[config.mk]
export PLATFORM = sky130hd
export DESIGN_NAME = nmr_cpmg_streamer
export DESIGN_NICKNAME = d
export VERILOG_FILES = /design/src/rtl/nmr_seq_pkg.sv /design/src/rtl/nmr_dur_counter.sv /design/src/rtl/nmr_cpmg_streamer.sv
export SDC_FILE = /design/constraint.sdc
export NUM_CORES = 1
export LEC_CHECK = 0
export CAP_MARGIN = 10
export CELL_PAD_IN_SITES_DETAIL_PLACEMENT = 1
export CELL_PAD_IN_SITES_GLOBAL_PLACEMENT = 2
export CORE_AREA = 2 2 141 281
export CTS_CLUSTER_SIZE = 28
export DETAILED_ROUTE_END_ITERATION = 10
export DIE_AREA = 0 0 143 283
export PLACE_DENSITY_LB_ADDON = 0.1
export RECOVER_POWER = 25
export SLEW_MARGIN = 5
export SYNTH_ARGS = -nofsm -noshare
export SYNTH_HDL_FRONTEND = slang
export SYNTH_SLANG_ARGS = --single-unit
[constraint.sdc]
create_clock -name CLK -period 7.9 [get_ports CLK]
set_input_delay 2.37 -clock CLK [delete_from_list [all_inputs] [get_ports CLK]]
set_output_delay 2.37 -clock CLK [all_outputs]
set_load 0.05 [all_outputs]
[src/rtl/nmr_seq_pkg.sv]
// Shared definitions for the CPMG gate-train sequencer: FSM states and phase-select codes.
package nmr_seq_pkg;

  typedef enum logic [2:0] {
    IDLE = 3'd0,
    IDLY = 3'd1,
    P1   = 3'd2,
    D1   = 3'd3,
    PN   = 3'd4,
    DN   = 3'd5,
    FIN  = 3'd6
  } state_t;

  localparam logic [1:0] PH_0   = 2'd0;
  localparam logic [1:0] PH_90  = 2'd1;
  localparam logic [1:0] PH_180 = 2'd2;
  localparam logic [1:0] PH_270 = 2'd3;

endpackage

[src/rtl/nmr_dur_counter.sv]
// Phase duration down-counter shared by every phase of the train.
module nmr_dur_counter #(
  parameter int CNT_WIDTH = 32
) (
  input  logic                 CLK,
  input  logic                 RST,
  input  logic                 load,
  input  logic [CNT_WIDTH-1:0] value,
  input  logic                 enable,
  output logic                 tc
);

  logic [CNT_WIDTH-1:0] cnt;

  // A zero length behaves like one cycle, so the load value saturates at 0.
  always_ff @(posedge CLK or posedge RST) begin
    if (RST)
      cnt <= '0;
    else if (load)
      cnt <= (value == '0) ? '0 : value - 1'b1;
    else if (enable && cnt != '0)
      cnt <= cnt - 1'b1;
  end

  assign tc = (cnt == '0);

endmodule

[src/rtl/nmr_cpmg_streamer.sv]
// CPMG sequencer: IDLY, P1, D1 then n_echo PN/DN pairs, one START/DONE handshake per train.
module nmr_cpmg_streamer
  import nmr_seq_pkg::*;
#(
  parameter int CNT_WIDTH  = 32,
  parameter int ECHO_WIDTH = 16,
  parameter int PH_WIDTH   = 2
) (
  input  logic                  CLK,
  input  logic                  RST,
  input  logic                  START,
  input  logic                  ABORT,
  input  logic [CNT_WIDTH-1:0]  idly,
  input  logic [CNT_WIDTH-1:0]  p1_len,
  input  logic [CNT_WIDTH-1:0]  d1_len,
  input  logic [CNT_WIDTH-1:0]  pn_len,
  input  logic [CNT_WIDTH-1:0]  dn_len,
  input  logic [ECHO_WIDTH-1:0] n_echo,
  input  logic [PH_WIDTH-1:0]   p1_ph,
  input  logic [PH_WIDTH-1:0]   pn_ph,
  output logic                  OUT,
  output logic [PH_WIDTH-1:0]   PH,
  output logic                  ACQ,
  output logic [ECHO_WIDTH-1:0] ECHO_IDX,
  output logic                  BUSY,
  output logic                  DONE
);

  state_t                state;
  logic [CNT_WIDTH-1:0]  p1_s, d1_s, pn_s, dn_s;
  logic [ECHO_WIDTH-1:0] n_s;
  logic [PH_WIDTH-1:0]   p1_ph_s, pn_ph_s;

  logic                  cnt_load;
  logic [CNT_WIDTH-1:0]  cnt_val;
  logic                  tc;

  // The launch edge loads IDLY straight from the port, since the shadow regs fill on that same edge.
  always_comb begin
    cnt_load = 1'b0;
    cnt_val  = '0;
    if (!ABORT) begin
      case (state)
        IDLE: if (START)                    begin cnt_load = 1'b1; cnt_val = idly; end
        IDLY: if (tc)                       begin cnt_load = 1'b1; cnt_val = p1_s; end
        P1:   if (tc)                       begin cnt_load = 1'b1; cnt_val = d1_s; end
        D1:   if (tc && n_s != '0)          begin cnt_load = 1'b1; cnt_val = pn_s; end
        PN:   if (tc)                       begin cnt_load = 1'b1; cnt_val = dn_s; end
        DN:   if (tc && ECHO_IDX != n_s)    begin cnt_load = 1'b1; cnt_val = pn_s; end
        default: ;
      endcase
    end
  end

  nmr_dur_counter #(.CNT_WIDTH(CNT_WIDTH)) u_cnt (
    .CLK    (CLK),
    .RST    (RST),
    .load   (cnt_load),
    .value  (cnt_val),
    .enable (1'b1),
    .tc     (tc)
  );

  always_ff @(posedge CLK or posedge RST) begin
    if (RST) begin
      state    <= IDLE;
      OUT      <= 1'b0;
      PH       <= '0;
      ACQ      <= 1'b0;
      ECHO_IDX <= '0;
      BUSY     <= 1'b0;
      DONE     <= 1'b1;
      p1_s     <= '0;
      d1_s     <= '0;
      pn_s     <= '0;
      dn_s     <= '0;
      n_s      <= '0;
      p1_ph_s  <= '0;
      pn_ph_s  <= '0;
    end else if (ABORT) begin
      state    <= IDLE;
      OUT      <= 1'b0;
      PH       <= '0;
      ACQ      <= 1'b0;
      ECHO_IDX <= '0;
      BUSY     <= 1'b0;
      DONE     <= 1'b1;
    end else begin
      case (state)
        IDLE: if (START) begin
          p1_s    <= p1_len;
          d1_s    <= d1_len;
          pn_s    <= pn_len;
          dn_s    <= dn_len;
          n_s     <= n_echo;
          p1_ph_s <= p1_ph;
          pn_ph_s <= pn_ph;
          state   <= IDLY;
          BUSY    <= 1'b1;
          DONE    <= 1'b0;
        end
        IDLY: if (tc) begin
          state <= P1;
          OUT   <= 1'b1;
          PH    <= p1_ph_s;
        end
        P1: if (tc) begin
          state <= D1;
          OUT   <= 1'b0;
          PH    <= '0;
        end
        D1: if (tc) begin
          if (n_s == '0) begin
            state <= FIN;
            BUSY  <= 1'b0;
            DONE  <= 1'b1;
          end else begin
            state    <= PN;
            ECHO_IDX <= {{(ECHO_WIDTH-1){1'b0}}, 1'b1};
            OUT      <= 1'b1;
            PH       <= pn_ph_s;
          end
        end
        PN: if (tc) begin
          state <= DN;
          OUT   <= 1'b0;
          PH    <= '0;
          ACQ   <= 1'b1;
        end
        DN: if (tc) begin
          ACQ <= 1'b0;
          if (ECHO_IDX == n_s) begin
            state    <= FIN;
            ECHO_IDX <= '0;
            BUSY     <= 1'b0;
            DONE     <= 1'b1;
          end else begin
            state    <= PN;
            ECHO_IDX <= ECHO_IDX + 1'b1;
            OUT      <= 1'b1;
            PH       <= pn_ph_s;
          end
        end
        FIN: if (!START) state <= IDLE;
        default: state <= IDLE;
      endcase
    end
  end

endmodule

Run 1, signal wires on met1:
(1.5 px per um) Supply wires on this layer in grey.
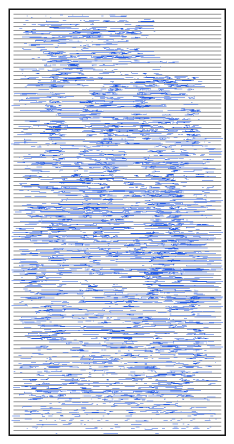
share of all routed wire = 40%
wire length on this layer = 17500 um
main direction = horizontal
longest straight run = 65.3 um
Routed WL: 43.77 mm
met1 Usage GRT: 0.2619
vias after detailed routing: 9911

Run 1, metal 2:
(1 px per um) Cells faint in the background.
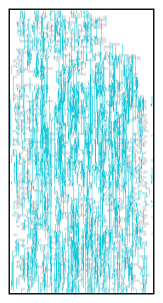
longest straight run = 127 um
main direction = vertical
wire length on this layer = 22.4 mm
met2 Use GR: 0.3848

Run 1, the metal 3 layer:
(1.5 px per um)
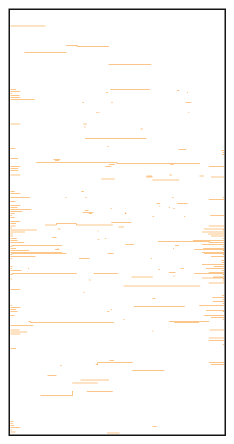
longest straight run = 55.4 um
main direction = horizontal

Run 1, signal wires on met4:
(1.5 px per um) Supply wires on this layer in grey.
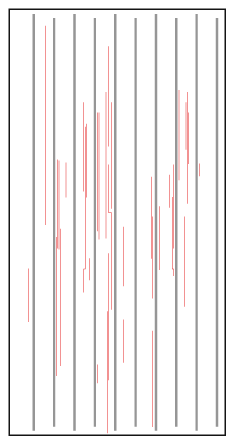
wire length on this layer = 2080 um
share of all routed wire = 4.8%
main direction = vertical

==> run 1: sequential cells by signal, summed over array words and instances, names as in the netlist <==
register and count:
p1_ph_s 2, pn_s 32, PH 2, ECHO_IDX 16
OUT 1, state 3, DONE 1, ACQ 1
n_s 16, p1_s 32, BUSY 1, dn_s 32
d1_s 32, u_cnt.cnt 32, pn_ph_s 2
==> run 1: stage by stage <==
| stage | hold WS [ps] | total power [W] | utilization |
|---|---|---|---|
| after floorplan | 471.5 | 0.002217 | - |
| after global placement | 451.7 | 0.002587 | 0.3725 |
| after detailed placement | 458.3 | 0.002623 | 0.3725 |
| after CTS | 470.0 | 0.003845 | 0.3940 |
| after global routing | 489.4 | 0.004010 | 0.3939 |
| final | 463.2 | 0.003785 | 0.3939 |
==> run 1: synth_stat cells (17+ instances only) <==
master,instances
xnor2_1,52
o21ai_0,57
clkbuf_1,44
nor3_1,25
a22oi_1,19
dfrtp_1,204
nand2_1,91
nor4bb_1,23
a211oi_1,17
mux2_2,147
buf_2,20
nand3_1,21
nor2_1,84
o22ai_1,33
a21oi_1,46
xor2_1,24
==> run 1: worst paths after layout <==
| check | endpoint | slack [ps] | cells after the start |
|---|---|---|---|
| worst min-delay path | DONE | 460 | 2 |
| max in group asynchronous | p1_s[0] | 4080 | 4 |
| worst max register to register | u_cnt.cnt[25] | 2700 | 11 |
| min in group asynchronous | dn_s[17] | 2500 | 3 |
| worst min register to register | DONE | 460 | 2 |
| worst max-delay path | u_cnt.cnt[25] | 2060 | 9 |
==> run 1: kinds of logic (layout without fill, tap and decap cells) <==
family,count (synthesis),after routing
and+or+nand+nor,367,367
AOI/OAI and AO/OA,261,261
DFF,205,205
muxes,151,151
buffers and inverters,87,274
xor gates and xnor gates,76,76
adders and majority gates,5,5
other,0,1
==> impl_metrics.env, run 1 <==
# implementation run metrics
export IMPL_status="finished, final reports clean"
export IMPL_comb_share=0.4134
export IMPL_drtIter0Drc=360
export IMPL_top_usage_layer="met2"
export IMPL_seq_share=0.3393
export IMPL_yosysTopAreaCell="dfrtp_1"
export IMPL_worst_pin_slew_ps=1123
export IMPL_clkTransAtPathRegs_ps=60
export IMPL_buf_share=0.1467
export IMPL_maxPowerGroup="sequential cells"
export IMPL_antenna_cells=1
export IMPL_powerDensity_nw_per_um2=250.2
export IMPL_signal_buffers=224
export IMPL_synth_cell_area_um2=11740
export IMPL_end_kind="flop"
export IMPL_hold_viol_final=0
export IMPL_detailedPlace_worstSlack_ps=1610
export IMPL_vias_per_cell=5.328
export IMPL_synth_cells=1152
export IMPL_wl_met2_mm=22.40
export IMPL_antenna_left=0
export IMPL_inverters=10
export IMPL_flops=205
export IMPL_fin_area_um2=15130
export IMPL_io_pins=206
export IMPL_powerSeq_w=0.00159
export IMPL_ys_seq_share=0.4370
export IMPL_clk_share=0.05474
export IMPL_comb_cells=860
export IMPL_yosys_area_um2=11740
export IMPL_critPathMaxStageDelay_ps=990
export IMPL_final_cell_mix="dfrtp_1 (202), clkdlybuf4s50_1 (202), mux2_2 (147)"
export IMPL_cts_buffer_depth=3
export IMPL_grt_ovfl_total=0
export IMPL_cp_cell_sequence="dlygate4sd3_1 -> a21o_1 -> buf_4 -> a221oi_1 -> a311oi_2 -> o211ai_2 -> or3_1 -> or4_1 -> a22oi_1"
export IMPL_slew_headroom=0.2442
export IMPL_ys_types=83
export IMPL_wl_met1_mm=17.51
export IMPL_finalWorstSetupSlack_ps=2059
export IMPL_top_area_frac=0.4348
export IMPL_ys_sh_mux=0.1444
export IMPL_clk_latency_ps=540
export IMPL_ys_sh_simple=0.1724
export IMPL_seqPwrFrac=0.420
export IMPL_drcViolationCount=0
export IMPL_synthAdderAreaFrac=0.005328
export IMPL_largest_class="combinational gates"
export IMPL_setup_viol=0
Run 1, placement view:
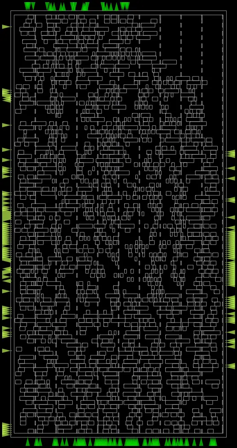

==> run 2: changes to the inputs <==
==> constraint.sdc (replaced) <==
create_clock -name CLK -period 4.7 [get_ports CLK]
set_input_delay 1.41 -clock CLK [delete_from_list [all_inputs] [get_ports CLK]]
set_output_delay 1.41 -clock CLK [all_outputs]
set_load 0.05 [all_outputs]
Run 2, placement view:
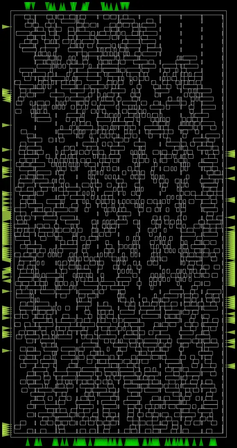
Seq Cell Count: 205
Filler Cell Count: 4227
sequential cell area share: 0.3310
Core Box Area: 38410 um2

==> run 2 against run 1 <==
The run now ends with max-capacitance violations left. Final cell count grew 2.7%. Cell area grew 2.5%. Combinational power is 76% higher. Area after synthesis unchanged. Largest cell class unchanged. Highest routed layer unchanged.
==> impl_metrics.env, run 2 <==
# implementation run metrics
export IMPL_status="finished with violations"
export IMPL_violations="max-capacitance violations"
export IMPL_finalWorstSetupSlack_ps=503.1
export IMPL_slew_headroom=0.01096
export IMPL_critPathMaxStageDelay_ps=610
export IMPL_cap_violations=1
export IMPL_cp_cell_sequence="or4_1 -> or4_1 -> nor3_2 -> a22oi_1 -> a21boi_0 -> nor2_1 -> inv_1 -> ha_1 -> o221a_2 -> a21boi_0 -> a211oi_1 -> buf_4 -> o22ai_1"
export IMPL_yosys_area_um2=11740
export IMPL_inverters=10
export IMPL_antenna_cells=0
export IMPL_ys_sh_simple=0.1724
export IMPL_wl_met2_mm=23.38
export IMPL_hold_end="DONE"
export IMPL_hold_viol_final=0
export IMPL_num_vias=10090
export IMPL_fin_area_um2=15510
export IMPL_clk_latency_ps=550
export IMPL_drtIter0Drc=448
export IMPL_common_cells="dfrtp_1 (204), mux2_2 (147), nand2_1 (91)"
export IMPL_seqPwrFrac=0.415
export IMPL_worst_pin_slew_ps=1475
export IMPL_cts_buffer_depth=3
Run 2, metal 2:
(1 px per um) Cells faint in the background.
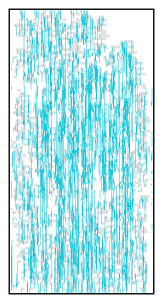
share of all routed wire = 53%
longest straight run = 91.5 um

[run 2: netlist changes by cell type in the layout (fill, tap and decap cells not counted), moves of 2 or more]
cell             delta
clkbuf_2            +2
clkbuf_1            +4
dlygate4sd3_1       -2
clkbuf_8            -4
clkdlybuf4s50_1     +2
buf_4              +46
inv_6               +2
[run 2: metrics by stage]
step	instances	util
2_1_floorplan	1152	-
6_report	1911	0.4037
4_1_cts	1911	0.4048
5_1_grt	1911	0.4037
3_5_place_dp	1871	0.3836
3_3_place_gp	1871	0.3836
[run 2: power by group through the flow]
stage / clock, W / combinational [W] / sequential [W]
floorplan: 0 / 0.00118 / 0.00255
global placement: 0 / 0.00175 / 0.00267
detailed placement: 0 / 0.00180 / 0.00270
CTS: 0.00206 / 0.00181 / 0.00267
global route: 0.00212 / 0.00195 / 0.00275
finish: 0.00199 / 0.00178 / 0.00267
[run 2: worst max path at each step]
| stage | slack [ps] | start | endpoint | cells after the start |
|---|---|---|---|---|
| 2_1_floorplan | 180 | ABORT | u_cnt.cnt[29] | 14 |
| 3_3_place_gp | 190 | ABORT | u_cnt.cnt[25] | 9 |
| 3_5_place_dp | 110 | START | u_cnt.cnt[6] | 13 |
| 4_1_cts | 460 | u_cnt.cnt[16] | u_cnt.cnt[6] | 13 |
| 5_1_grt | 320 | u_cnt.cnt[12] | u_cnt.cnt[6] | 13 |
| 6_report | 500 | u_cnt.cnt[16] | u_cnt.cnt[6] | 13 |
[run 2: cells by family (layout without fill, tap and decap cells)]
kind of cell / Yosys count / count (layout)
and+or+nand+nor: 367 / 367
AOI/OAI and AO/OA: 261 / 261
DFF: 205 / 205
muxes: 151 / 151
buffers and inverters: 87 / 326
xor gates and xnor gates: 76 / 76
adders and majority gates: 5 / 5
Power figures rest on the tool's default switching activity, not on a simulated workload.
